==> src/rtl/change_dispenser_if.sv <==
// Change payout interface: datapath/hopper side (master) and dispenser side (slave).
interface change_dispenser_if;
    logic               in_load;
    logic signed [15:0] in_change;
    logic               in_refill;
    logic [7:0]         in_refill_1;
    logic [7:0]         in_refill_05;
    logic [7:0]         in_refill_025;
    logic               in_hopper_ack;
    logic               out_eject_1;
    logic               out_eject_05;
    logic               out_eject_025;
    logic               out_busy;
    logic               out_done;
    logic               out_short;
    logic [15:0]        out_short_amt;
    logic               out_error;
    logic [7:0]         out_inv_1;
    logic [7:0]         out_inv_05;
    logic [7:0]         out_inv_025;

    modport master (
        output in_load, in_change, in_refill, in_refill_1, in_refill_05, in_refill_025,
               in_hopper_ack,
        input  out_eject_1, out_eject_05, out_eject_025, out_busy, out_done, out_short,
               out_short_amt, out_error, out_inv_1, out_inv_05, out_inv_025
    );

    modport slave (
        input  in_load, in_change, in_refill, in_refill_1, in_refill_05, in_refill_025,
               in_hopper_ack,
        output out_eject_1, out_eject_05, out_eject_025, out_busy, out_done, out_short,
               out_short_amt, out_error, out_inv_1, out_inv_05, out_inv_025
    );
endinterface

==> src/rtl/change_dispenser.sv <==
// Pays a signed change amount (1/8-dollar units) greedily, one coin per 4-phase hopper
// handshake, while tracking coin inventories and reporting any unpaid remainder.
module change_dispenser #(
    parameter int UNIT_1   = 8,
    parameter int UNIT_05  = 4,
    parameter int UNIT_025 = 2,
    parameter int INIT_1   = 20,
    parameter int INIT_05  = 10,
    parameter int INIT_025 = 10,
    parameter int TIMEOUT  = 255
) (
    input logic               in_clka,
    input logic               in_restart_n,
    change_dispenser_if.slave cif
);
    localparam logic [15:0] U1       = 16'(UNIT_1);
    localparam logic [15:0] U05      = 16'(UNIT_05);
    localparam logic [15:0] U025     = 16'(UNIT_025);
    localparam logic [7:0]  TMO_LAST = 8'(TIMEOUT - 1);

    typedef enum logic [2:0] {IDLE, SEL, EJECT, REL, DONE, FAULT} state_t;
    typedef enum logic [1:0] {COIN_NONE, COIN_1, COIN_05, COIN_025} coin_t;

    state_t      state, state_nxt;
    coin_t       coin, coin_nxt;
    logic [15:0] rem, rem_nxt;
    logic [7:0]  tmo_cnt, tmo_nxt;
    logic [7:0]  inv_1, inv_05, inv_025;
    logic        dec_1, dec_05, dec_025;
    logic        paid;

    function automatic logic [15:0] coin_value(input coin_t c);
        case (c)
            COIN_1:   return U1;
            COIN_05:  return U05;
            COIN_025: return U025;
            default:  return 16'd0;
        endcase
    endfunction

    // Refill and payout may land in the same cycle; the net count saturates at 255.
    function automatic logic [7:0] inv_update(input logic [7:0] inv, input logic [7:0] add,
                                              input logic dec);
        logic [9:0] sum;
        sum = {2'b00, inv} + {2'b00, add} - {9'd0, dec};
        return (sum > 10'd255) ? 8'd255 : sum[7:0];
    endfunction

    assign paid    = (state == EJECT) && cif.in_hopper_ack;
    assign dec_1   = paid && (coin == COIN_1);
    assign dec_05  = paid && (coin == COIN_05);
    assign dec_025 = paid && (coin == COIN_025);

    always_ff @(posedge in_clka or negedge in_restart_n) begin
        if (!in_restart_n) begin
            state   <= IDLE;
            coin    <= COIN_NONE;
            tmo_cnt <= 8'd0;
        end else begin
            state   <= state_nxt;
            coin    <= coin_nxt;
            tmo_cnt <= tmo_nxt;
        end
    end

    always_ff @(posedge in_clka) begin
        rem <= rem_nxt;
    end

    always_comb begin
        state_nxt = state;
        coin_nxt  = coin;
        rem_nxt   = rem;
        tmo_nxt   = tmo_cnt;
        case (state)
            IDLE: begin
                if (cif.in_load) begin
                    rem_nxt   = (cif.in_change < 16'sd0) ? 16'd0 : unsigned'(cif.in_change);
                    state_nxt = SEL;
                end
            end
            SEL: begin
                tmo_nxt = 8'd0;
                if (rem >= U1 && inv_1 != 8'd0)          coin_nxt = COIN_1;
                else if (rem >= U05 && inv_05 != 8'd0)   coin_nxt = COIN_05;
                else if (rem >= U025 && inv_025 != 8'd0) coin_nxt = COIN_025;
                else                                     coin_nxt = COIN_NONE;
                state_nxt = (coin_nxt == COIN_NONE) ? DONE : EJECT;
            end
            EJECT: begin
                if (cif.in_hopper_ack) begin
                    rem_nxt   = rem - coin_value(coin);
                    state_nxt = REL;
                end else if (tmo_cnt == TMO_LAST) begin
                    state_nxt = FAULT;
                end else begin
                    tmo_nxt = tmo_cnt + 8'd1;
                end
            end
            REL:     if (!cif.in_hopper_ack) state_nxt = SEL;
            DONE:    state_nxt = IDLE;
            FAULT:   state_nxt = FAULT;
            default: state_nxt = IDLE;
        endcase
    end

    // Registered outputs: each follows the state one cycle later, so a request holds its coin.
    always_ff @(posedge in_clka or negedge in_restart_n) begin
        if (!in_restart_n) begin
            inv_1             <= 8'(INIT_1);
            inv_05            <= 8'(INIT_05);
            inv_025           <= 8'(INIT_025);
            cif.out_eject_1   <= 1'b0;
            cif.out_eject_05  <= 1'b0;
            cif.out_eject_025 <= 1'b0;
            cif.out_busy      <= 1'b0;
            cif.out_done      <= 1'b0;
            cif.out_short     <= 1'b0;
            cif.out_short_amt <= 16'd0;
            cif.out_error     <= 1'b0;
        end else begin
            inv_1   <= inv_update(inv_1,   cif.in_refill ? cif.in_refill_1   : 8'd0, dec_1);
            inv_05  <= inv_update(inv_05,  cif.in_refill ? cif.in_refill_05  : 8'd0, dec_05);
            inv_025 <= inv_update(inv_025, cif.in_refill ? cif.in_refill_025 : 8'd0, dec_025);
            cif.out_eject_1   <= (state == EJECT) && (coin == COIN_1);
            cif.out_eject_05  <= (state == EJECT) && (coin == COIN_05);
            cif.out_eject_025 <= (state == EJECT) && (coin == COIN_025);
            cif.out_busy      <= state inside {SEL, EJECT, REL, DONE};
            cif.out_done      <= (state == DONE);
            if (state == IDLE && cif.in_load) begin
                cif.out_short <= 1'b0;
            end else if (state == DONE) begin
                cif.out_short     <= (rem != 16'd0);
                cif.out_short_amt <= rem;
            end
            if (state == EJECT && state_nxt == FAULT) cif.out_error <= 1'b1;
        end
    end

    assign cif.out_inv_1   = inv_1;
    assign cif.out_inv_05  = inv_05;
    assign cif.out_inv_025 = inv_025;
endmodule
==> src/flat_wrapper.sv <==
// flat-port wrapper written by rule: the top's interface ports become plain ports
module change_dispenser_flat 
#(
    parameter int UNIT_1   = 8,
    parameter int UNIT_05  = 4,
    parameter int UNIT_025 = 2,
    parameter int INIT_1   = 20,
    parameter int INIT_05  = 10,
    parameter int INIT_025 = 10,
    parameter int TIMEOUT  = 255
)
  (in_clka, in_restart_n, cif_in_load, cif_in_change, cif_in_refill, cif_in_refill_1, cif_in_refill_05, cif_in_refill_025, cif_in_hopper_ack, cif_out_eject_1, cif_out_eject_05, cif_out_eject_025, cif_out_busy, cif_out_done, cif_out_short, cif_out_short_amt, cif_out_error, cif_out_inv_1, cif_out_inv_05, cif_out_inv_025);
  change_dispenser_if cif_i ();
  input logic in_clka;
  input logic in_restart_n;
  input wire logic [$bits(cif_i.in_load)-1:0] cif_in_load;
  input wire logic [$bits(cif_i.in_change)-1:0] cif_in_change;
  input wire logic [$bits(cif_i.in_refill)-1:0] cif_in_refill;
  input wire logic [$bits(cif_i.in_refill_1)-1:0] cif_in_refill_1;
  input wire logic [$bits(cif_i.in_refill_05)-1:0] cif_in_refill_05;
  input wire logic [$bits(cif_i.in_refill_025)-1:0] cif_in_refill_025;
  input wire logic [$bits(cif_i.in_hopper_ack)-1:0] cif_in_hopper_ack;
  output wire logic [$bits(cif_i.out_eject_1)-1:0] cif_out_eject_1;
  output wire logic [$bits(cif_i.out_eject_05)-1:0] cif_out_eject_05;
  output wire logic [$bits(cif_i.out_eject_025)-1:0] cif_out_eject_025;
  output wire logic [$bits(cif_i.out_busy)-1:0] cif_out_busy;
  output wire logic [$bits(cif_i.out_done)-1:0] cif_out_done;
  output wire logic [$bits(cif_i.out_short)-1:0] cif_out_short;
  output wire logic [$bits(cif_i.out_short_amt)-1:0] cif_out_short_amt;
  output wire logic [$bits(cif_i.out_error)-1:0] cif_out_error;
  output wire logic [$bits(cif_i.out_inv_1)-1:0] cif_out_inv_1;
  output wire logic [$bits(cif_i.out_inv_05)-1:0] cif_out_inv_05;
  output wire logic [$bits(cif_i.out_inv_025)-1:0] cif_out_inv_025;
  assign cif_i.in_load = cif_in_load;
  assign cif_i.in_change = cif_in_change;
  assign cif_i.in_refill = cif_in_refill;
  assign cif_i.in_refill_1 = cif_in_refill_1;
  assign cif_i.in_refill_05 = cif_in_refill_05;
  assign cif_i.in_refill_025 = cif_in_refill_025;
  assign cif_i.in_hopper_ack = cif_in_hopper_ack;
  assign cif_out_eject_1 = cif_i.out_eject_1;
  assign cif_out_eject_05 = cif_i.out_eject_05;
  assign cif_out_eject_025 = cif_i.out_eject_025;
  assign cif_out_busy = cif_i.out_busy;
  assign cif_out_done = cif_i.out_done;
  assign cif_out_short = cif_i.out_short;
  assign cif_out_short_amt = cif_i.out_short_amt;
  assign cif_out_error = cif_i.out_error;
  assign cif_out_inv_1 = cif_i.out_inv_1;
  assign cif_out_inv_05 = cif_i.out_inv_05;
  assign cif_out_inv_025 = cif_i.out_inv_025;
  change_dispenser #(.UNIT_1(UNIT_1), .UNIT_05(UNIT_05), .UNIT_025(UNIT_025), .INIT_1(INIT_1), .INIT_05(INIT_05), .INIT_025(INIT_025), .TIMEOUT(TIMEOUT)) u_core (.in_clka(in_clka), .in_restart_n(in_restart_n), .cif(cif_i));
endmodule
==> config.mk <==
export PLATFORM = sky130hd
export DESIGN_NAME = change_dispenser_flat
export DESIGN_NICKNAME = d
export VERILOG_FILES = /design/src/rtl/change_dispenser_if.sv /design/src/rtl/change_dispenser.sv /design/src/flat_wrapper.sv
export SDC_FILE = /design/constraint.sdc
export NUM_CORES = 1
export LEC_CHECK = 0
export ABC_AREA = 1
export CORE_MARGIN = 2
export CORE_UTILIZATION = 26
export CTS_CLUSTER_DIAMETER = 120
export CTS_CLUSTER_SIZE = 25
export DETAILED_ROUTE_END_ITERATION = 10
export GPL_TIMING_DRIVEN = 0
export PLACE_DENSITY = 0.45
export SYNTH_ARGS = -nofsm -noshare
export SYNTH_HDL_FRONTEND = slang
export SYNTH_SLANG_ARGS = --single-unit
==> constraint.sdc <==
create_clock -name in_clka -period 2.6 [get_ports in_clka]
set_input_delay 0.52 -clock in_clka [delete_from_list [all_inputs] [get_ports in_clka]]
set_output_delay 0.52 -clock in_clka [all_outputs]
set_load 0.005 [all_outputs]
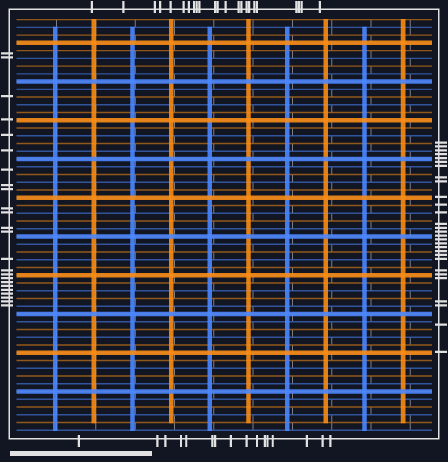
**Above:** run 1 (floorplan with the power grid).
Scale bar: 50 um. Pins as bars on the die edge. Tap cells in gray.
Key: orange = VDD; blue = VSS
54 met1 rails follow the rows. 275 tap cells. 92 signal pins sit on the boundary. 10 straps on met4. 10 straps on met5.
Die H: 150.2 um
Core Region: 21020 um2

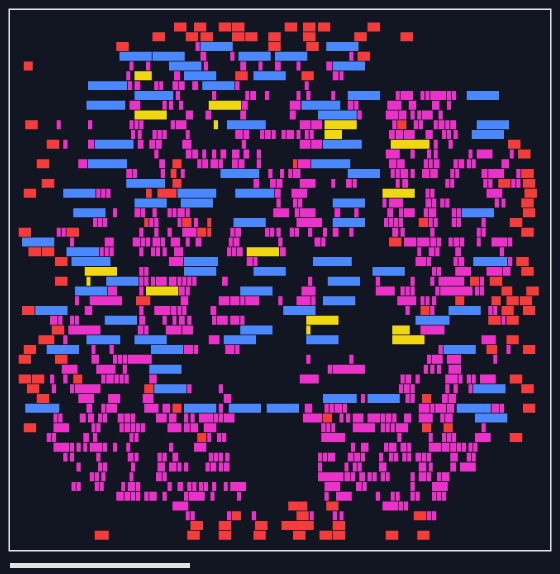
**Above:** run 1 (cell classes on the final placement).
Scale bar: 50 um.
Key: magenta = all other logic [cells 690, share of their area 52%]; blue = flip-flops [cells 76, share of their area 28%]; yellow = clock drivers and dummy loads [cells 16, share of their area 4.3%]; red = other buffers and delay cells [cells 120, share of their area 16%]
Final Util: 0.3560
Seq/total area: 0.2660
site row count: 53

==> changes_impl.md, run 1 <==
## Flow update

- # setup viols final: 0
- Final WS setup: 0.1132 ns
- Bufs w/o clock: ~120
- Share of cells above drive strength 1: 0.1341
- Avg Cell Area, Syn: 7.165 um2
- Worst EP arrival: roughly 2.7 ns
- WL/cell: 13.25 um
- Mapped Area: about 5600 um2
- Most used routing layer: met2
- Tool warnings: 28
- Late-Pin Clk Latency: roughly 0.34 ns
- Buf/Inv on CP: 3
- Final std cells w/o fill: around 1200
- Top-count cell post-synth: nand2_1
- Yosys top cell area share: 0.2430
- Yosys cell types: 36
- Post-CTS Hold Buffers: 0
- Yosys adder share: 0.09316
- Diode count: 0
- Signal buf overhead: 0.1528
- Vias per inst: ~4.3
- Relative slew slack: 0.4485
- Die Wd: roughly 150 um
- DR WL met3: between 700 and 800 um
- Reg clk slew, reported paths: roughly 0.060 ns
- Power, Total: just over 0.007 W
- Async SR Flop Fraction: 0.7895
- Pwr dens: between 900 and 1000 nW/um2
- RSZ-0062 raised after global routing: true
- Clock root buffer: clkbuf_16
- Int Pwr: approximately 0.0040 W
- Uppermost layer routed: met4
- Yosys chip area: approximately 5600 um2
- Worst-path cell chain: clkdlybuf4s50_1, nand2_1, inv_2, fa_1, inv_1, ha_2, a21boi_4, nand3_2, nor2_4, nand2_2, nor2_4, nand3_2, nand2_4, nand2_1
- Outcome: completed
- Power share of the combinational group: 0.534
- Fin Hold WS: approximately 0.29 ns
- Sw frac: 0.4349
- Leakage Power: approximately 3.7 nW
- Worst setup path class: input port to flop
- Met2 wire length: 7026 um
- Slowest-stage cell, CP: clkdlybuf4s50_1
- Xor/xnor share: 0.03465
- Largest net degree at the start of global routing: a little over 60
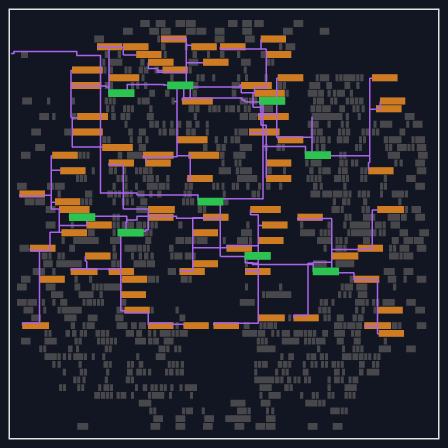
**Above:** run 1 (clock wires, drivers and flops).
Key: purple = clock wires [length 1300 um]; green = cells driving clock nets [count 9]; orange = flip-flops [count 76]
There are 10 routed clock nets.
Final Skew: 0.004322 ns
clk pwr: 0.00132 W

run 1: layout by cell type, fill, tap and decap left out, types with 5 or more instances in the layout:
master,instances
ha_1,26
o31ai_1,7
nand3_2,13
nor4_1,5
xnor2_1,5
nor2_4,9
inv_2,6
nor2_1,52
inv_1,122
xor2_1,17
a21oi_1,18
dfrtp_1,53
clkdlybuf4s50_1,86
ha_2,5
o21ai_0,30
edfxtp_1,16
nand2_1,254
clkbuf_16,10
nand2_2,23
buf_4,20
dfstp_2,6
nand4_1,20
nand3_1,42
clkbuf_1,7
nand2_4,5
run 1: repair_timing:
item,in CTS,in global routing
pin swaps,18,18
resized,41,28
setup buffers,9,10
endpoints found under the setup margin,24,24
--- run 2 (diff from run 1) ---
--- a/config.mk
+++ b/config.mk
@@ -13,6 +13,7 @@
 export DETAILED_ROUTE_END_ITERATION = 10
 export GPL_TIMING_DRIVEN = 0
 export PLACE_DENSITY = 0.45
+export SKIP_LAST_GASP = 1
 export SYNTH_ARGS = -nofsm -noshare
 export SYNTH_HDL_FRONTEND = slang
 export SYNTH_SLANG_ARGS = --single-unit
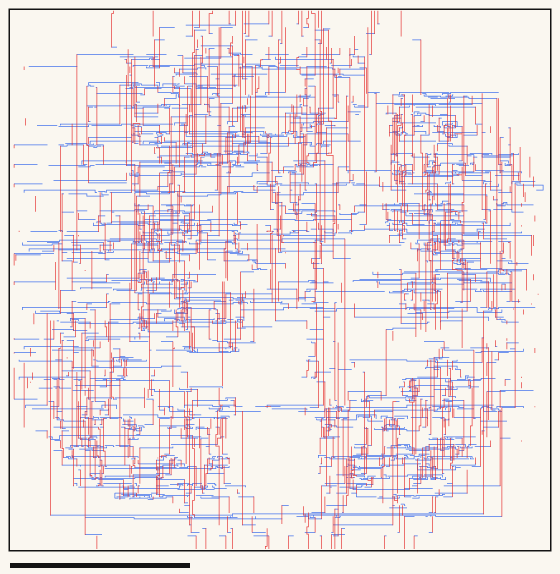
**Above:** run 2 (signal wires by layer).
Scale bar: 50 um. Two of the layers only.
Key: red = met2 [wire length 7030 um]; blue = met1 [wire length 7790 um]
Total Routed Length: 15600 um
DR vias: 5079

==> run 2 against run 1 <==
Clock skew is the same. Sequential share of layout area is the same. Sequential power is essentially flat. Global-route usage is the same. Fmax is the same. Final cell count is the same.
==> changes_impl.md, run 2 <==
## Flow update

- Final std cells w/o fill: 1177 (unchanged)
- Diode count: 0 (unchanged)
- Pwr dens: 941.9 nW/um2 (unchanged)
- Sw frac: 0.4349 (unchanged)
- Clk pwr: 0.00132 W (about the same)
- Mapped Area: 5560 um2 (unchanged)
- Xor/xnor share: 0.03465 (unchanged)
- Worst EP arrival: 2.71 ns (about the same)
- Async SR Flop Fraction: 0.7895 (unchanged)
- Most frequent cells in the layout: nand2_1 (254), inv_1 (122), clkdlybuf4s50_1 (86), dfrtp_1 (53), nor2_1 (52)
- DR WL met3: 701 um (unchanged)
- Met2 wire length: 7026 um (unchanged)
- Seq/total area: 0.2660 (unchanged)
- WL/cell: 13.25 um (unchanged)
- # setup viols final: 0 (unchanged)
- Yosys cell types: 36 (unchanged)
- Reg clk slew, reported paths: 0.06 ns (about the same)
- Share of cells above drive strength 1: 0.1341 (unchanged)
- Signal buf overhead: 0.1528 (unchanged)
- Late-Pin Clk Latency: 0.34 ns (about the same)
- Worst setup path class: input port to flop
- Commonest Layout Cell: nand2_1
- Resized Gates After CTS: 41 (unchanged)
- Post-CTS Setup Repair Bufs: 9 (unchanged)
- Power share of the combinational group: 0.534 (about the same)
- Uppermost layer routed: met4
- Yosys adder share: 0.09316 (unchanged)
- Outcome: completed
- Tool warnings: 28 (unchanged)
- Int Pwr: 0.003983 W (unchanged)
- Leakage Power: 3.735 nW (unchanged)
- Yosys top cell area share: 0.2430 (unchanged)
- Buf/Inv on CP: 3 (unchanged)
- Power, Total: 0.007049 W (unchanged)
- Vias per inst: 4.315 (unchanged)
- Die H: 150.2 um (unchanged)
- Yosys chip area: 5560 um2 (unchanged)
- Final WS setup: 0.1132 ns (unchanged)
- Die Wd: 150.2 um (unchanged)
- Fin Hold WS: 0.2905 ns (unchanged)
- RSZ-0062 raised after global routing: true
- Avg Cell Area, Syn: 7.165 um2 (unchanged)
- Clock root buffer: clkbuf_16
- Final Skew: 0.004322 ns (unchanged)
- Worst-path cell chain: clkdlybuf4s50_1, nand2_1, inv_2, fa_1, inv_1, ha_2, a21boi_4, nand3_2, nor2_4, nand2_2, nor2_4, nand3_2, nand2_4, nand2_1
- Final Util: 0.3560 (unchanged)
- Relative slew slack: 0.4485 (unchanged)
-- run 2: cell counts in the layout (fill, tap and decap cells not counted) --
Identical to the previous run, type by type.
-- run 2: final timing paths --
path	slack (ns)	from	end
max	0.11	cif_in_refill_05[1]	u_core.cif.out_inv_05[2]
min	0.29	in_restart_n	u_core.cif.out_short_amt[12]
max reg2reg	0.16	u_core.state[2]	u_core.cif.out_inv_025[2]
min reg2reg	0.48	u_core.cif.out_short_amt[0]	u_core.cif.out_short_amt[0]
max in group asynchronous	1.74	in_restart_n	u_core.state[2]
min in group in_clka	0.48	u_core.cif.out_short_amt[0]	u_core.cif.out_short_amt[0]
**Run 2: clock wires, drivers and flops**

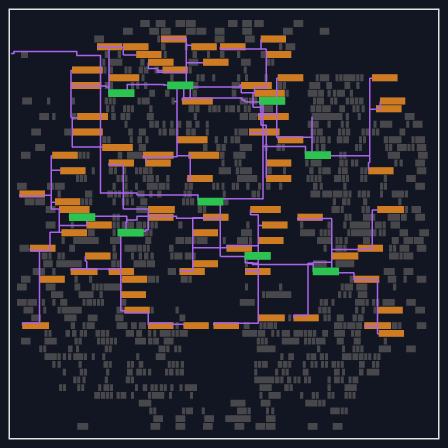

--- run 3 (diff from run 2) ---
--- a/config.mk
+++ b/config.mk
@@ -13,6 +13,7 @@
 export DETAILED_ROUTE_END_ITERATION = 10
 export GPL_TIMING_DRIVEN = 0
 export PLACE_DENSITY = 0.45
+export RECOVER_POWER = 100
 export SKIP_LAST_GASP = 1
 export SYNTH_ARGS = -nofsm -noshare
 export SYNTH_HDL_FRONTEND = slang
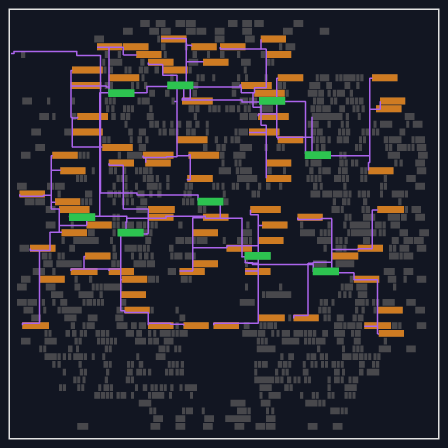
**Above:** run 3 (clock wires, drivers and flops).
Key: purple = clock wires [length 1310 um]; green = cells driving clock nets [count 9]; orange = flip-flops [count 76]
There are 10 routed clock nets.
Final Skew: 0.007433 ns
clock share of power: 0.189
Late-Pin Clk Latency: 0.34 ns

==> run 3 against run 2 <==
The run now ends with capacitance limit, slew limit left. Final cell count stayed put. Fmax is essentially flat. Worst setup slack is essentially flat. Final area fell by 0.20%. Non-clock buffer count unchanged. Critical endpoint unchanged. Critical path depth unchanged. Highest routed layer unchanged. Synthesized cell count did not move. Combinational power is 2% lower. Clock skew grew 0.0031 ns. First-iteration DRC count down 13%. Die size is the same.
==> changes_impl.md, run 3 <==
## Flow update

- Outcome: finished, violations left
- Violations in the final reports: capacitance limit, slew limit
- Fin Hold WS: 0.4743 ns (+0.1838 ns)
- Final WS setup: 0.1136 ns (+0.0004520 ns)
- Tool warnings: 28 (unchanged)
- Seq/total area: 0.2665 (+0.0005350)
- Power, Total: 0.006966 W (-1.2%)
- Slew Limit Fails: 61
- Power share of the combinational group: 0.530 (-0.004)
- Avg Cell Area, Syn: 7.165 um2 (unchanged)
- Total Routed Length: 15610 um (about the same)
- Most frequent cells in the layout: nand2_1 (254), inv_1 (122), dfrtp_1 (53), nor2_1 (52), dlygate4sd3_1 (44)
- Int Pwr: 0.003906 W (-1.9%)
- Sw frac: 0.4392 (+0.004312)
- Clk pwr: 0.00132 W (about the same)
- DR vias: 5093 (+0.28%)
- Mapped Area: 5560 um2 (unchanged)
- Maxcap violations: 1
- Reg clk slew, reported paths: 0.06 ns (about the same)
- WL/cell: 13.26 um (about the same)
- Final std cells w/o fill: 1177 (unchanged)
- Buf/Inv on CP: 3 (unchanged)
- Signal buf overhead: 0.1511 (-0.001704)
- Hold Path End: u_core.cif.out_short_amt[0]
- Yosys chip area: 5560 um2 (unchanged)
- # setup viols final: 0 (unchanged)
- Leakage Power: 3.777 nW (+1.1%)
- Critical path endpoint: u_core.cif.out_inv_05[2]
- Vias per inst: 4.327 (+0.28%)
- Clock root buffer: clkbuf_16
- Reg2Reg Launch Point: u_core.state[2]
- Pwr dens: 932.8 nW/um2 (-0.97%)
- Die Wd: 150.2 um (unchanged)
- Yosys cell types: 36 (unchanged)
- Worst EP arrival: 2.71 ns (about the same)
- Worst-path cell chain: clkdlybuf4s50_1, nand2_1, inv_2, fa_1, inv_1, ha_2, a21boi_4, nand3_2, nor2_4, nand2_2, nor2_4, nand3_2, nand2_4, nand2_1
- Diode count: 0 (unchanged)
- Async SR Flop Fraction: 0.7895 (unchanged)
- Relative slew slack: -0.09181 (-0.5403)
run 3: cell counts after synthesis:
Identical to the previous run, type by type.
run 3: metal layers:
metal | vias up | global-route usage | wire length (um)
met5 | - | 0 | 0
met4 | 0 | 0.02406 | 61
met3 | 4 | 0.03273 | 732
met2 | 89 | 0.2315 | 7077
met1 | 2291 | 0.2014 | 7737
li1 | 2709 | - | -
run 3: logic make-up (layout without fill, tap and decap cells):
group,count (synthesis),after routing,synth area share
buffers and inverters,138,264,0.09518
adders and majority gates,39,39,0.09316
AOI/OAI and AO/OA,69,69,0.07404
and+or+nand+nor,432,432,0.3452
DFF,76,76,0.3578
xor gates and xnor gates,22,22,0.03465
run 3: timing repair:
item                       CTS  global route
setup endpoints to repair   24            24
pin swaps                   18            18
gates resized               41            28
setup buffers                9            10
Power figures rest on the tool's default switching activity, not on a simulated workload.
